Fig. 1: signal metal coverage by tile
The die is cut into 16 by 12 equal tiles; dark blue is low, red is high, scaled to the fullest tile. Values are wire area over tile area, all layers added.
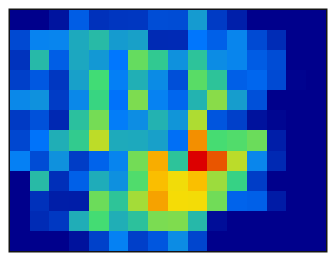
Fig. 2: placed cells, one colour a class
Fill, decap, tap and diode cells in grey.
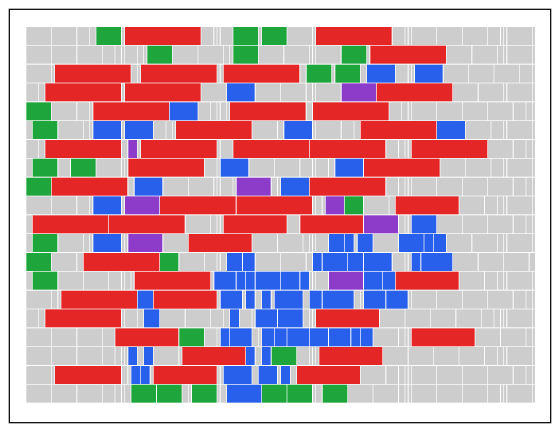
Fig. 3: cell placement
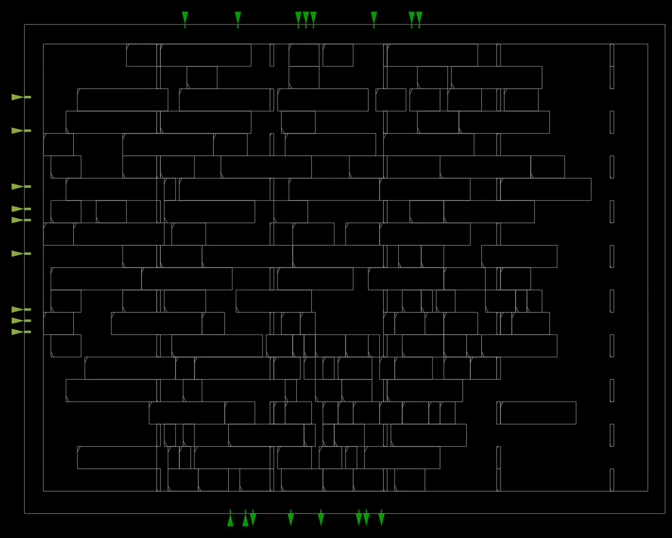
==> config.mk <==
export PLATFORM = sky130hd
export DESIGN_NAME = dac_spi_serializer
export DESIGN_NICKNAME = d
export VERILOG_FILES = /design/src/rtl/dds_pkg.sv /design/src/rtl/dac_spi_serializer_sclk_tick_gen.sv /design/src/rtl/dac_spi_serializer.sv
export SDC_FILE = /design/constraint.sdc
export NUM_CORES = 1
export LEC_CHECK = 0
export CAP_MARGIN = 40
export CORE_ASPECT_RATIO = 0.75
export CORE_MARGIN = 2
export CORE_UTILIZATION = 45
export DETAILED_ROUTE_END_ITERATION = 7
export HOLD_SLACK_MARGIN = 0.12
export PLACE_DENSITY_LB_ADDON = 0.3
export SLEW_MARGIN = 20
export SYNTH_ARGS = -nofsm -noshare
export SYNTH_HDL_FRONTEND = slang
export SYNTH_SLANG_ARGS = --single-unit
export TNS_END_PERCENT = 20
==> constraint.sdc <==
create_clock -name clk -period 3.85 [get_ports clk]
set_clock_uncertainty 0.1 [all_clocks]
set_input_delay 0.77 -clock clk [delete_from_list [all_inputs] [get_ports clk]]
set_output_delay 0.77 -clock clk [all_outputs]
set_load 0.05 [all_outputs]
==> Slide: Implementation Results <==
Synthesis and Place & Route Summary

Hold path
  – Hold path depth: 1
  – Hold crit path type: reg2reg

Synth
  – Commonest flop: edfxtp_1
  – Aoi share: 6.36%
  – Post-synth regs: 45
  – Number of enable flip-flop cells: 31
  – Top cells, area: edfxtp_1, dfrtp_1, mux2_2
  – Top cell type's share of synthesized area: 50.4%
  – Yosys simple share: 8.94%
  – Sequential element share of the synthesized area: 69.4%
  – Synthesized area: 1850 um^2
  – XOR Share, Synth: 0.948%
  – Mapped Avg Cell Area: 15.3 um^2

Timing
  – Max Slew Vio Count: 0
  – Crit share post-route: 75.3%
  – Total negative slack: 0 ns
  – Max Fclk: 345 MHz
  – Final setup viols: 0

Power and ir drop
  – Switching pwr: 0.610 mW
  – Peak supply drop: 0.367 mV

Run status
  – Status: complete, no violations

Clock network
  – Clk buf depth: 2
  – Worst-path clk slew: 0.08 ns
  – Insertion Delay late pin: 0.29 ns

GRT
  – Vias in the first global route: 1,012
  – Initial antenna violation count: 0
  – GR Util met2: 21.1%

Final layout
  – # clk buffers: 7
  – Largest class: registers
  – Fraction of layout cells with a size suffix above 1: 20.9%
  – Logic area: 505 um^2

Route
  – M1 WL: 1340 um
  – Met2 wire len: 1300 um

Worst setup path
  – Crit end category: primary output
  – Max incr delay on CP: 0.71 ns

Floorplanning
  – CORE AREA: 4000 um^2
  – Floorplan utilization: 46.2%

Flow run
  – Max-cap violations: 0
About Fig. 1:
mean over tiles = 0.093
emptiest ninth of the die = south-east
fullest tile = 0.37
Post-Route WL: 2780 um
Total Routing Usage GR: 13.7%
WL/cell: 13.7 um
via count: 1,026

About Fig. 2:
green -> other buffers and delay cells  # cells 26, share of their area 12%
red -> flip-flops  # cells 45, share of their area 59%
purple -> clock drivers and dummy loads  # cells 8, share of their area 4.4%
blue -> all other logic  # cells 69, share of their area 24%
flop share of the area: 57.6%
site row count: 20
post-route cell area: 2220 um^2

About Fig. 3:
non-filler instance count after layout: 203
utilization of the core after routing: 55.6%

==> Yosys cell counts (2+ instances only) <==
cell type,number
edfxtp_1,31
nor2_1,9
o31ai_1,2
buf_6,2
o21ai_0,2
mux2_2,14
inv_1,5
dfrtp_1,13
nand2_1,5
clkbuf_1,3
a221o_1,2
mux2i_1,3
a21oi_1,3
==> cells in the final DEF (no fill, tap or decap), drive strengths merged, types with 2 or more instances in the layout <==
cell type | Yosys | layout
clkdlybuf4s50 | 0 | 24
inv | 5 | 5
buf | 4 | 2
or3 | 2 | 2
nand2 | 5 | 5
o21ai | 2 | 2
a21oi | 3 | 3
clkbuf | 3 | 7
mux2i | 3 | 3
nor2 | 9 | 9
a221o | 2 | 2
edfxtp | 31 | 31
mux2 | 14 | 14
o31ai | 2 | 2
dfrtp | 13 | 13
or3b | 2 | 2
No activity file was given, so power comes from the tool's default toggle rates.
